metal_density.png
The die is cut into 18 by 18 equal tiles; dark blue is low, red is high, scaled to the fullest tile. Values are wire area over tile area, all layers added.
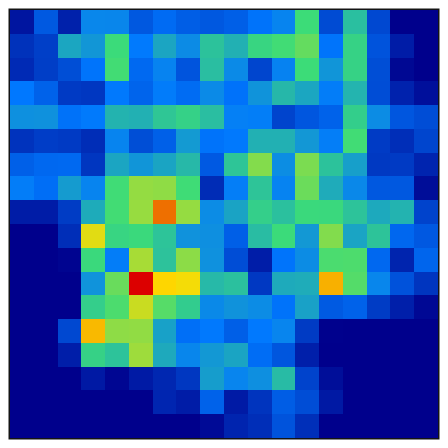
placement.png
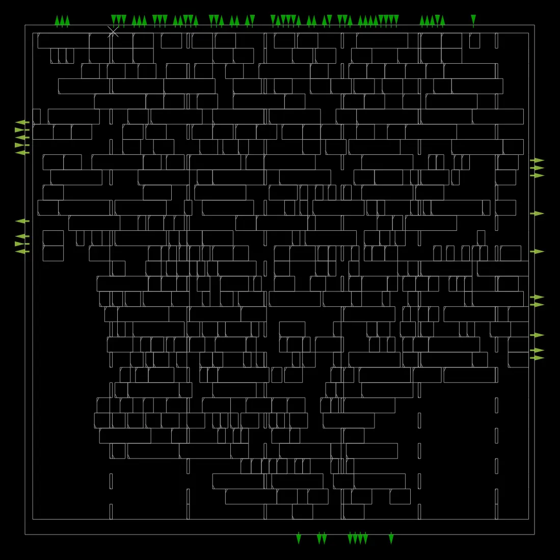
sizes.png
The bar under the picture is 20 µm long.
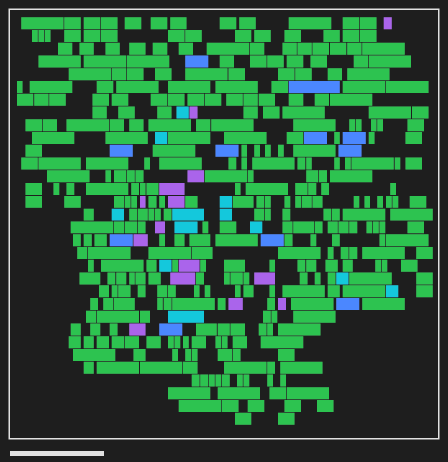
==> config.mk <==
export PLATFORM = sky130hd
export DESIGN_NAME = window_frame_scheduler
export DESIGN_NICKNAME = d
export VERILOG_FILES = /design/src/rtl/haze_window_pkg.sv /design/src/rtl/window_pos_counter.sv /design/src/rtl/window_frame_scheduler.sv
export SDC_FILE = /design/constraint.sdc
export NUM_CORES = 1
export LEC_CHECK = 0
export CAP_MARGIN = 0
export CORE_UTILIZATION = 40
export CTS_CLUSTER_SIZE = 28
export DETAILED_ROUTE_END_ITERATION = 8
export PLACE_DENSITY = 0.67
export SLEW_MARGIN = 20
export SYNTH_ARGS = -nofsm -noshare
export SYNTH_HDL_FRONTEND = slang
export SYNTH_SLANG_ARGS = --single-unit
==> constraint.sdc <==
create_clock -name clk -period 2.7 [get_ports clk]
set_input_delay 0.405 -clock clk [delete_from_list [all_inputs] [get_ports clk]]
set_output_delay 0.405 -clock clk [all_outputs]
set_load 0.01 [all_outputs]
==> run_results.csv <==
group,metric,value,unit
synth,ys_ff,69,
status,outcome,"finished with violations",
global_route,grt_max_degree,30,
sta,setup_viol,0,
sta,skew,0.0104,ns
floorplanning,taps,102,
global_route,gr-total-overflow,0,
final_layout,nets,416,
worst_setup_path,worst_setup_path_end_kind,"register",
final_layout,largestClassByArea,"sequential cells",
final_layout,mostFrequentLayoutCell,"clkdlybuf4s50_1",
placed_design,gp_congestion,0.872,
route,viasPerCell,5.25,
synth,synth_cells,308,
run,warnings,30,
status,violations,"design-rule violations",
clock_network,clockRootBuffer,"clkbuf_8",
clock_network,cts_buffers,9,
worst_setup_path,crit_family,"simple AND/OR/NAND/NOR gates",
synth,synth.distinct_cells,45,
sta,period_minus_slack,2.14,ns
sta,clock.fmax,466,MHz
worst_setup_path,crit_buf_inv,0,
placed_design,dp_slack,0.477,ns
route,drc,1,
floorplanning,fp-utilization,41.2,%
power_and_ir_drop,irDropWorstVdd,0.308,mV
floorplanning,rows,32,
floorplanning,die_w,91.2,µm
synth,ys_cells,308,
synth,yosysWarnings,0,
sta,report.final.slew_viol_count,0,
final_layout,clk_share,4.78,%
synth,ys_seq_share,54.2,%
power_and_ir_drop,power_leader,"registers",
placed_design,post-dp-hpwl,4.92,mm
worst_setup_path,rrSetupSlack,0.56,ns
synth,netlist.area_leader.share,54.2,%
final_layout,final_cell_count_no_fill,488,
power_and_ir_drop,power.leakage,1.77,nW
sta,tightest_slew,0.602,ns
clock_network,postCtsHoldBufs,0,
final_layout,layout_top_cells,"clkdlybuf4s50_1, dfrtp_1, nand2_1",
synth,ys_area,3180,µm²
-- metal_density.png (at the start) --
- mean over tiles: 0.13
- densest ninth of the die: center
- nearly empty tiles: 19%
- emptiest ninth of the die: lower right
WL per Instance: 14.3 µm
GRT Util Overall: 17.1%
final WL: 6.96 mm
Vias: 2563

-- placement.png (at the start) --
fraction of area in registers: 41.2%
Flop Count: 69

-- sizes.png (at the start) --
- cyan: _3 and _4 cells (cells 12; share 3.1%)
- green: _0 and _1 cells (cells 349; share 90%)
- blue: _6 and larger (cells 11; share 2.8%)
- purple: _2 cells (cells 14; share 3.6%)
Layout Area Growth over Synthesis: 31.6%
Setup WS post-layout: 0.556 ns
Design Area, Final: 4190 µm²
bufs w/o clock: 79

routing by layer:
| metal | share of wire, % | global-route usage (%) | up-vias | wire, µm |
|---|---|---|---|---|
| li1 | - | - | 1239 | - |
| met1 | 47 | 23.7 | 1253 | 3290 |
| met2 | 48 | 25.8 | 60 | 3330 |
| met3 | 3.7 | 4.02 | 11 | 255 |
| met4 | 1.2 | 6.75 | 0 | 83 |
| met5 | 0 | 0 | - | 0 |
cells by family after synthesis:
family	after synthesis	share of synthesized area (%)
and+or+nand+nor	110	17.5
xor gates and xnor gates	5	1.38
AOI/OAI and AO/OA	82	18.4
other	1	0.118
adders and majority gates	8	3.14
DFF	69	54.2
buffers and inverters	32	4.99
muxes	1	0.314
